## src/rtl/cache_pkg.sv

```systemverilog
// cache_pkg: shared sizes, FSM state encoding and tag-entry layout for the
// two-way set-associative cache controller.
package cache_pkg;

  localparam int INDEX_W  = 6;
  localparam int TAG_W    = 14;
  localparam int NUM_WAYS = 2;
  localparam int NUM_SETS = 1 << INDEX_W;

  // Controller sequencing: one request in flight at a time
  typedef enum logic [2:0] {
    IDLE,
    LOOKUP,
    MISS,
    REFILL,
    WRITE
  } state_e;

  // One way's bookkeeping for one set
  typedef struct packed {
    logic             valid;
    logic [TAG_W-1:0] tag;
  } tag_entry_t;

endpackage

```

## src/rtl/cache_tag_array.sv

```systemverilog
// cache_tag_array: flop-based tag/valid store for 64 sets x 2 ways plus one
// LRU bit per set. Combinational read port, single synchronous write port.
// Everything clears on the asynchronous reset so a reset invalidates the cache.
module cache_tag_array
  import cache_pkg::*;
(
  input  logic               clk_i,
  input  logic               rst_ni,
  input  logic [INDEX_W-1:0] rd_idx_i,
  output logic [1:0]         rd_valid_o,
  output logic [TAG_W-1:0]   rd_tag0_o,
  output logic [TAG_W-1:0]   rd_tag1_o,
  output logic               rd_lru_o,
  input  logic [INDEX_W-1:0] wr_idx_i,
  input  logic               tag_we_i,
  input  logic               tag_way_i,
  input  logic [TAG_W-1:0]   tag_i,
  input  logic               lru_we_i,
  input  logic               lru_i
);

  tag_entry_t              entries_q [NUM_SETS][NUM_WAYS];
  logic [NUM_SETS-1:0]     lru_q;

  // Tag writes only come from refills, which always leave the entry valid
  always_ff @(posedge clk_i or negedge rst_ni) begin
    if (!rst_ni) begin
      for (int s = 0; s < NUM_SETS; s++) begin
        for (int w = 0; w < NUM_WAYS; w++) begin
          entries_q[s][w] <= '0;
        end
      end
      lru_q <= '0;
    end else begin
      if (tag_we_i) begin
        entries_q[wr_idx_i][tag_way_i] <= '{valid: 1'b1, tag: tag_i};
      end
      if (lru_we_i) begin
        lru_q[wr_idx_i] <= lru_i;
      end
    end
  end

  assign rd_valid_o = {entries_q[rd_idx_i][1].valid, entries_q[rd_idx_i][0].valid};
  assign rd_tag0_o  = entries_q[rd_idx_i][0].tag;
  assign rd_tag1_o  = entries_q[rd_idx_i][1].tag;
  assign rd_lru_o   = lru_q[rd_idx_i];

endmodule

```

## src/rtl/cache_ctrl.sv

```systemverilog
// cache_ctrl: two-way set-associative, write-through, no-write-allocate cache
// controller. Owns tag/valid/LRU state, steers hits to the external way banks
// and fetches one word from memory on a read miss.
// Optional feature macro: CACHE_UNCACHED_KSEG1_EN (addr[31:29]==3'b101 is
// treated as uncached: forced miss, no bank write, no tag/LRU update).
module cache_ctrl
  import cache_pkg::*;
(
  input  logic        clk_i,
  input  logic        rst_ni,
  input  logic        cpu_req_i,
  output logic        cpu_ready_o,
  input  logic        cpu_we_i,
  input  logic [3:0]  cpu_wstrb_i,
  input  logic [31:0] cpu_addr_i,
  input  logic [31:0] cpu_wdata_i,
  output logic        cpu_ack_o,
  output logic [31:0] cpu_rdata_o,
  output logic        mem_req_o,
  output logic        mem_we_o,
  output logic [3:0]  mem_wstrb_o,
  output logic [31:0] mem_addr_o,
  output logic [31:0] mem_wdata_o,
  input  logic        mem_gnt_i,
  input  logic        mem_rvalid_i,
  input  logic [31:0] mem_rdata_i,
  output logic [1:0]  way_en_o,
  output logic [3:0]  way_wen_o,
  output logic [31:0] way_addr_w_o,
  output logic [31:0] way_data_w_o,
  output logic        way_refill_o,
  output logic [1:0]  way_en_r_o,
  output logic [31:0] way_addr_r_o,
  input  logic [31:0] way0_data_r_i,
  input  logic [31:0] way1_data_r_i
);

  state_e             state_q;
  logic [31:0]        addr_q;
  logic               we_q;
  logic [3:0]         wstrb_q;
  logic [31:0]        wdata_q;
  logic               cpu_ready_q;
  logic               mem_req_q;
  logic               mem_we_q;
  logic [3:0]         mem_wstrb_q;
  logic [31:0]        mem_addr_q;
  logic [31:0]        mem_wdata_q;

  logic [INDEX_W-1:0] idx;
  logic [TAG_W-1:0]   req_tag;
  logic [1:0]         rd_valid;
  logic [TAG_W-1:0]   rd_tag0;
  logic [TAG_W-1:0]   rd_tag1;
  logic               rd_lru;
  logic               uncached;
  logic               hit0;
  logic               hit1;
  logic               hit_any;
  logic               hit_way;
  logic               victim_way;

  logic               tag_we_d;
  logic               tag_way_d;
  logic               lru_we_d;
  logic               lru_d;

  assign idx     = addr_q[INDEX_W-1:0];
  assign req_tag = addr_q[INDEX_W+TAG_W-1:INDEX_W];

`ifdef CACHE_UNCACHED_KSEG1_EN
  assign uncached = (addr_q[31:29] == 3'b101);
`else
  assign uncached = 1'b0;
`endif

  cache_tag_array u_tag_array (
    .clk_i      (clk_i),
    .rst_ni     (rst_ni),
    .rd_idx_i   (idx),
    .rd_valid_o (rd_valid),
    .rd_tag0_o  (rd_tag0),
    .rd_tag1_o  (rd_tag1),
    .rd_lru_o   (rd_lru),
    .wr_idx_i   (idx),
    .tag_we_i   (tag_we_d),
    .tag_way_i  (tag_way_d),
    .tag_i      (req_tag),
    .lru_we_i   (lru_we_d),
    .lru_i      (lru_d)
  );

  // Way0 wins if both ways ever match; the victim is the first invalid way, else LRU
  assign hit0       = !uncached && rd_valid[0] && (rd_tag0 == req_tag);
  assign hit1       = !uncached && rd_valid[1] && (rd_tag1 == req_tag);
  assign hit_any    = hit0 || hit1;
  assign hit_way    = hit0 ? 1'b0 : 1'b1;
  assign victim_way = !rd_valid[0] ? 1'b0 : (!rd_valid[1] ? 1'b1 : rd_lru);

  // Bank reads are launched straight from the incoming request so data lands in LOOKUP
  assign way_en_r_o   = (state_q == IDLE && cpu_req_i) ? 2'b11 : 2'b00;
  assign way_addr_r_o = (state_q == IDLE && cpu_req_i) ? cpu_addr_i : 32'h0;

  // Same-cycle responses: hit data, refill write, store-hit write and completion pulse
  always_comb begin
    tag_we_d     = 1'b0;
    tag_way_d    = 1'b0;
    lru_we_d     = 1'b0;
    lru_d        = 1'b0;
    way_en_o     = 2'b00;
    way_wen_o    = 4'h0;
    way_addr_w_o = 32'h0;
    way_data_w_o = 32'h0;
    way_refill_o = 1'b0;
    cpu_ack_o    = 1'b0;
    cpu_rdata_o  = 32'h0;
    case (state_q)
      LOOKUP: begin
        if (hit_any) begin
          lru_we_d = 1'b1;
          lru_d    = ~hit_way;
          if (!we_q) begin
            cpu_ack_o   = 1'b1;
            cpu_rdata_o = hit0 ? way0_data_r_i : way1_data_r_i;
          end else begin
            way_en_o     = hit0 ? 2'b01 : 2'b10;
            way_wen_o    = wstrb_q;
            way_addr_w_o = addr_q;
            way_data_w_o = wdata_q;
          end
        end
      end
      REFILL: begin
        if (mem_rvalid_i) begin
          cpu_ack_o   = 1'b1;
          cpu_rdata_o = mem_rdata_i;
          if (!uncached) begin
            way_en_o     = victim_way ? 2'b10 : 2'b01;
            way_wen_o    = 4'hF;
            way_addr_w_o = addr_q;
            way_data_w_o = mem_rdata_i;
            way_refill_o = 1'b1;
            tag_we_d     = 1'b1;
            tag_way_d    = victim_way;
            lru_we_d     = 1'b1;
            lru_d        = ~victim_way;
          end
        end
      end
      WRITE: begin
        cpu_ack_o = mem_gnt_i;
      end
      default: begin
      end
    endcase
  end

  // Request sequencing with registered handshake and memory command outputs
  always_ff @(posedge clk_i or negedge rst_ni) begin
    if (!rst_ni) begin
      state_q     <= IDLE;
      addr_q      <= '0;
      we_q        <= 1'b0;
      wstrb_q     <= '0;
      wdata_q     <= '0;
      cpu_ready_q <= 1'b1;
      mem_req_q   <= 1'b0;
      mem_we_q    <= 1'b0;
      mem_wstrb_q <= '0;
      mem_addr_q  <= '0;
      mem_wdata_q <= '0;
    end else begin
      case (state_q)
        IDLE: begin
          if (cpu_req_i) begin
            addr_q      <= cpu_addr_i;
            we_q        <= cpu_we_i;
            wstrb_q     <= cpu_wstrb_i;
            wdata_q     <= cpu_wdata_i;
            cpu_ready_q <= 1'b0;
            state_q     <= LOOKUP;
          end
        end
        LOOKUP: begin
          if (!we_q && hit_any) begin
            cpu_ready_q <= 1'b1;
            state_q     <= IDLE;
          end else begin
            mem_req_q   <= 1'b1;
            mem_we_q    <= we_q;
            mem_wstrb_q <= we_q ? wstrb_q : 4'h0;
            mem_addr_q  <= addr_q;
            mem_wdata_q <= we_q ? wdata_q : 32'h0;
            state_q     <= we_q ? WRITE : MISS;
          end
        end
        MISS: begin
          if (mem_gnt_i) begin
            mem_req_q   <= 1'b0;
            mem_addr_q  <= '0;
            state_q     <= REFILL;
          end
        end
        REFILL: begin
          if (mem_rvalid_i) begin
            cpu_ready_q <= 1'b1;
            state_q     <= IDLE;
          end
        end
        WRITE: begin
          if (mem_gnt_i) begin
            mem_req_q   <= 1'b0;
            mem_we_q    <= 1'b0;
            mem_wstrb_q <= '0;
            mem_addr_q  <= '0;
            mem_wdata_q <= '0;
            cpu_ready_q <= 1'b1;
            state_q     <= IDLE;
          end
        end
        default: begin
          state_q <= IDLE;
        end
      endcase
    end
  end

  assign cpu_ready_o = cpu_ready_q;
  assign mem_req_o   = mem_req_q;
  assign mem_we_o    = mem_we_q;
  assign mem_wstrb_o = mem_wstrb_q;
  assign mem_addr_o  = mem_addr_q;
  assign mem_wdata_o = mem_wdata_q;

endmodule
```

## config.mk

```make
export PLATFORM = sky130hd
export DESIGN_NAME = cache_ctrl
export DESIGN_NICKNAME = d
export VERILOG_FILES = /design/src/rtl/cache_pkg.sv /design/src/rtl/cache_tag_array.sv /design/src/rtl/cache_ctrl.sv
export SDC_FILE = /design/constraint.sdc
export NUM_CORES = 2
export LEC_CHECK = 0
export CORE_ASPECT_RATIO = 1.25
export CORE_MARGIN = 2
export CORE_UTILIZATION = 30
export CTS_CLUSTER_DIAMETER = 100
export CTS_CLUSTER_SIZE = 40
export DETAILED_ROUTE_END_ITERATION = 10
export MAX_ROUTING_LAYER = met4
export SKIP_CTS_REPAIR_TIMING = 1
export SLEW_MARGIN = 20
export SYNTH_ARGS = -nofsm -noshare
export SYNTH_HDL_FRONTEND = slang
export SYNTH_HIERARCHICAL = 1
export SYNTH_SLANG_ARGS = --single-unit
```

## constraint.sdc

```tcl
create_clock -name clk_i -period 4.7 [get_ports clk_i]
set_clock_uncertainty 0.05 [all_clocks]
set_input_delay 0.94 -clock clk_i [delete_from_list [all_inputs] [get_ports clk_i]]
set_output_delay 0.94 -clock clk_i [all_outputs]
set_load 0.005 [all_outputs]
```

Wire density map:
The bar under the picture is 200 µm long. The die is cut into 26 by 32 equal tiles; dark purple is low, yellow is high, scaled to the fullest tile. Values are wire area over tile area, all layers added.
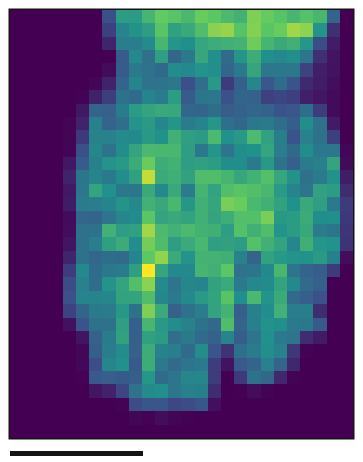
fullest tile: 0.51
mean over tiles: 0.15
emptiest ninth of the die: north-west
nearly empty tiles: 32%
densest ninth of the die: centre

Metal 4:
The bar under the picture is 200 µm long. Supply wires on this layer in grey.
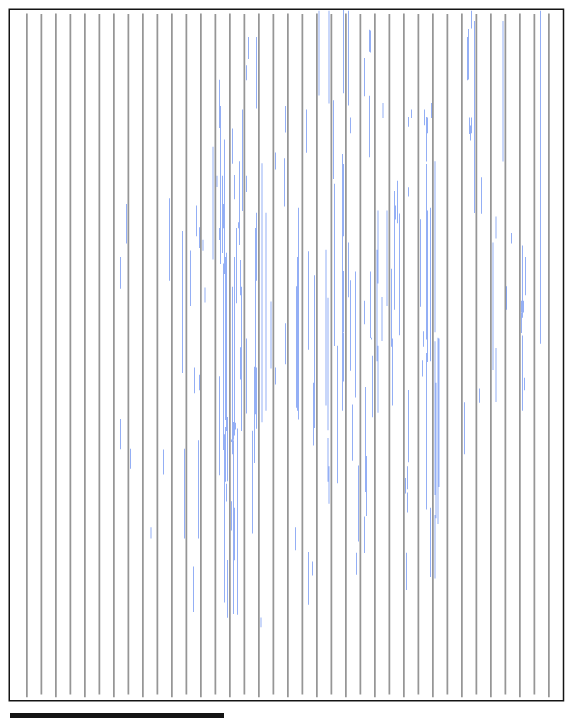
longest straight run: 311 µm
main direction: vertical
wire length on this layer: 11,900 µm

Cell outlines without signal wires:
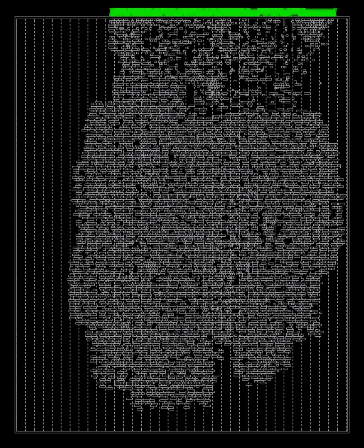
number of standard cells in the final layout excluding fillers: 11,850
final core utilization: 36.16%
Seq/total area: 44.95%
Taps Inserted: 4,384

Clock wires, drivers and flops:
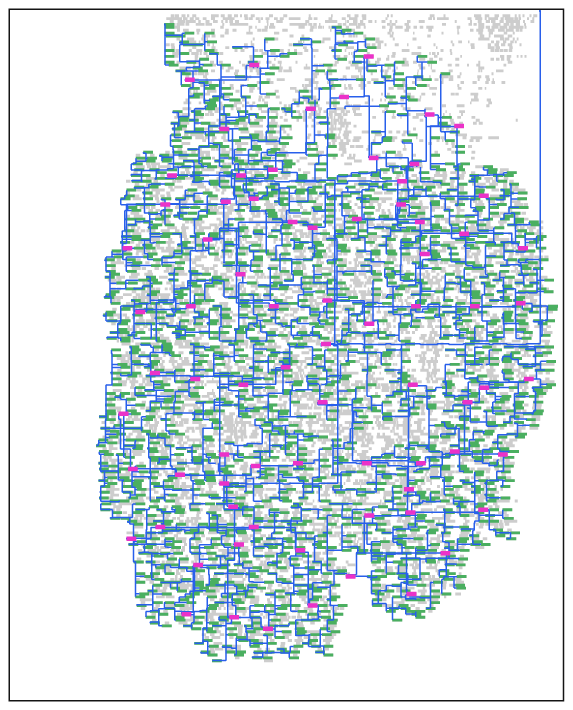
legend:
  green:
    item: flip-flops
    count: 2,127
  magenta:
    item: clock-net drivers
    count: 76
  blue:
    item: clock wires
    length: 24.4 mm
routed clock nets: 77

Where the registers sit:
Other sequential cells in the stronger grey, the rest of the logic in the fainter grey.
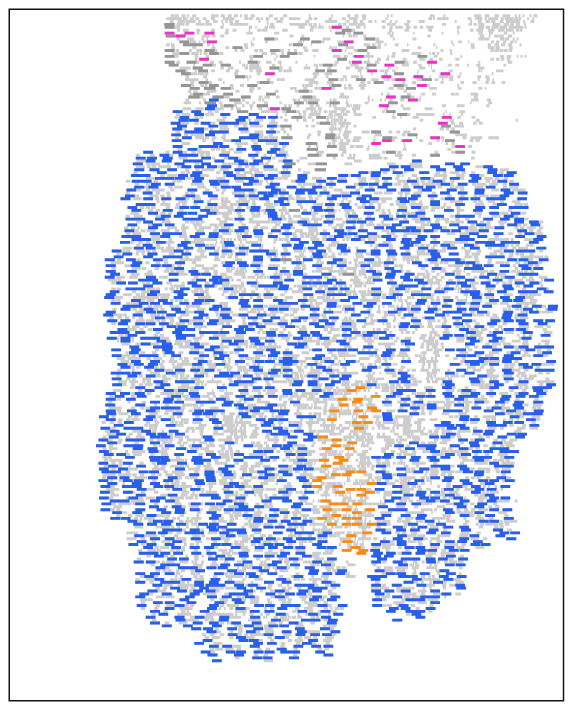
legend:
  blue:
    name_in_the_netlist: `u_tag_array/entries_q`
    flops: 1,920
  orange:
    name_in_the_netlist: `u_tag_array/lru_q`
    flops: 64
  magenta:
    name_in_the_netlist: `wdata_q`
    flops: 32

-- path summary, 6_finish.rpt --
check,start,endpoint,slack (ps),cells past startpoint
worst max-delay path,addr_q[0],cpu_rdata_o[20],-1860,21
worst min-delay path,rst_ni,u_tag_array/entries_q[1787],30,1
worst max register to register,addr_q[0],mem_addr_o[10],-510,22
worst min register to register,u_tag_array/entries_q[689],u_tag_array/entries_q[689],430,1
max in group asynchronous,rst_ni,u_tag_array/entries_q[1316],3050,3
min in group clk_i,u_tag_array/entries_q[689],u_tag_array/entries_q[689],430,1
-- metrics by stage --
step	util, %	setup TNS (ps)
after floorplan	-	0
after global placement	34.68	-1828280
after detailed placement	34.68	-1779170
after CTS	35.50	-1954710
after global routing	36.16	-701210
final	36.16	-447540
-- placed cells by master, fill, tap and decap left out, types with 89 or more instances in the layout --
master	netlist	final
sky130_fd_sc_hd__mux2_1	224	224
sky130_fd_sc_hd__buf_12	3	234
sky130_fd_sc_hd__buf_4	124	573
sky130_fd_sc_hd__dfrtp_1	2126	2107
sky130_fd_sc_hd__clkdlybuf4s50_1	0	274
sky130_fd_sc_hd__or2_2	89	89
sky130_fd_sc_hd__mux2i_1	185	157
sky130_fd_sc_hd__nand2_1	207	203
sky130_fd_sc_hd__mux4_2	399	399
sky130_fd_sc_hd__clkbuf_16	0	97
sky130_fd_sc_hd__mux2_2	1796	1796
-- state kept, by name, summed over array words and instances, names as in the netlist, 3 cells and up --
register	flops
mem_addr_o	32
wstrb_q	4
mem_wstrb_o	4
state_q	3
addr_q	32
wdata_q	32
u_tag_array/entries_q	1920
u_tag_array/lru_q	64
mem_wdata_o	32
-- layout make-up --
type / count / area, µm² / share of cell area [%]
multi-input cells: 3929 / 43190 / 36.43
clock inverters: 41 / 703.2 / 0.5931
repair buffers: 1262 / 13850 / 11.68
flip-flops and latches: 2127 / 53300 / 44.95
inverters: 7 / 27.53 / 0.02322
well taps: 4384 / 5485 / 4.627
diodes: 19 / 47.55 / 0.04010
clock buffers: 81 / 1962 / 1.655
-- power groups by stage --
stage                     Combinational, µW  Sequential, µW  Clock (µW)
after global routing                  25000           22800       10700
after CTS                             22400           22600       10100
after detailed placement              22400           23000           0
final                                 23900           22700        9730
after global placement                22100           22800           0
after floorplan                       11700           21600           0
-- metal layers --
layer	global-route usage, %	share of wire (%)	vias up
li1	-	-	25782
met1	24.76	42	33243
met2	33.76	51	1127
met3	1.572	3.5	374
met4	5.738	3.6	0
met5	-	0	-
-- cells by family (layout without fill, tap and decap cells) --
group	count (synthesis)	in the layout	synth area share, %
AND/OR/NAND/NOR	764	764	4.587
other	0	19	0
multiplexers	2619	2619	34.26
flip-flops	2127	2127	53.83
XOR/XNOR	29	29	0.2569
buffers and inverters	628	1391	3.409
AND-OR/OR-AND	517	517	3.663
==> notes.md <==
Update from the flow run.

The design draws about 56,000 µW. The cell count after synthesis is between 6,000 and 7,000. The switching power is approximately 22,000 µW. The final critical path takes up 139.5% of the cycle. In this run the clock root is driven by a sky130_fd_sc_hd__clkbuf_16. The floorplan step set the die height to roughly 650 µm. For this run the detailed placement stage logged an HPWL of 233.2 mm. After layout, the worst setup slack is -1855 ps. The detailed router placed 60,526 vias in this run. The total instance count after detailed placement is about 12,000. The synthesis log from Yosys contains 6 warnings. The clock net in this run drives a total of approximately 2,100 sinks. OpenSTA, run right after detailed placement, puts the worst setup slack at -2165 ps. The biggest area contributor in the post-synthesis netlist is sky130_fd_sc_hd__dfrtp_1. The most used flip-flop cell after synthesis is sky130_fd_sc_hd__dfrtp_1. Summing over the stages, the warning tally comes to 37. The number of antenna violations at the first check in global routing is 38. The floorplan report gives the top-level pin count as ~380. The cell with the largest stage delay on the worst path is sky130_fd_sc_hd__dfrtp_4. The final reports fail on negative setup slack. The post-synthesis async set-or-reset flop share is 100.0%.

Per Yosys stat, the portion of area used by sequential elements is between 50 and 60%. The total grt overflow is 0. Buffers placed on the I/O ports in this run total about 380.

The top cell type's share of synthesized area is between 50% and 60%. The critical path arrival is roughly 5600 ps. The worst setup path is launched from a register.

The routed design has around 330 mm of wire. CTS added clock buffers totalling about 76. The TritonCTS clock tree is done. When the netlist entered floorplanning its net count stood at around 6,900.

The number of max-cap violations is 0. The final timing report derives a shortest allowable period of about 6600 ps. Yosys attributes the largest share of cell area to sky130_fd_sc_hd__dfrtp_1 54%, sky130_fd_sc_hd__mux2_2 20%, sky130_fd_sc_hd__mux4_2 9.1%, sky130_fd_sc_hd__mux2_1 2.6%, sky130_fd_sc_hd__mux2i_1 1.9%. The slew at the pin closest to its max-slew limit is about 1200 ps.

The flow ran to the end, but the final reports show violations. The final timing report counts setup violations totalling about 2,000. The largest net degree at the start of global routing is around 130. The critical path maximum fanout is 8. The standard cell area after detailed placement is between 100,000 and 150,000 µm². STA classifies the critical path endpoint as an output port.
Power figures rest on the tool's default switching activity, not on a simulated workload.
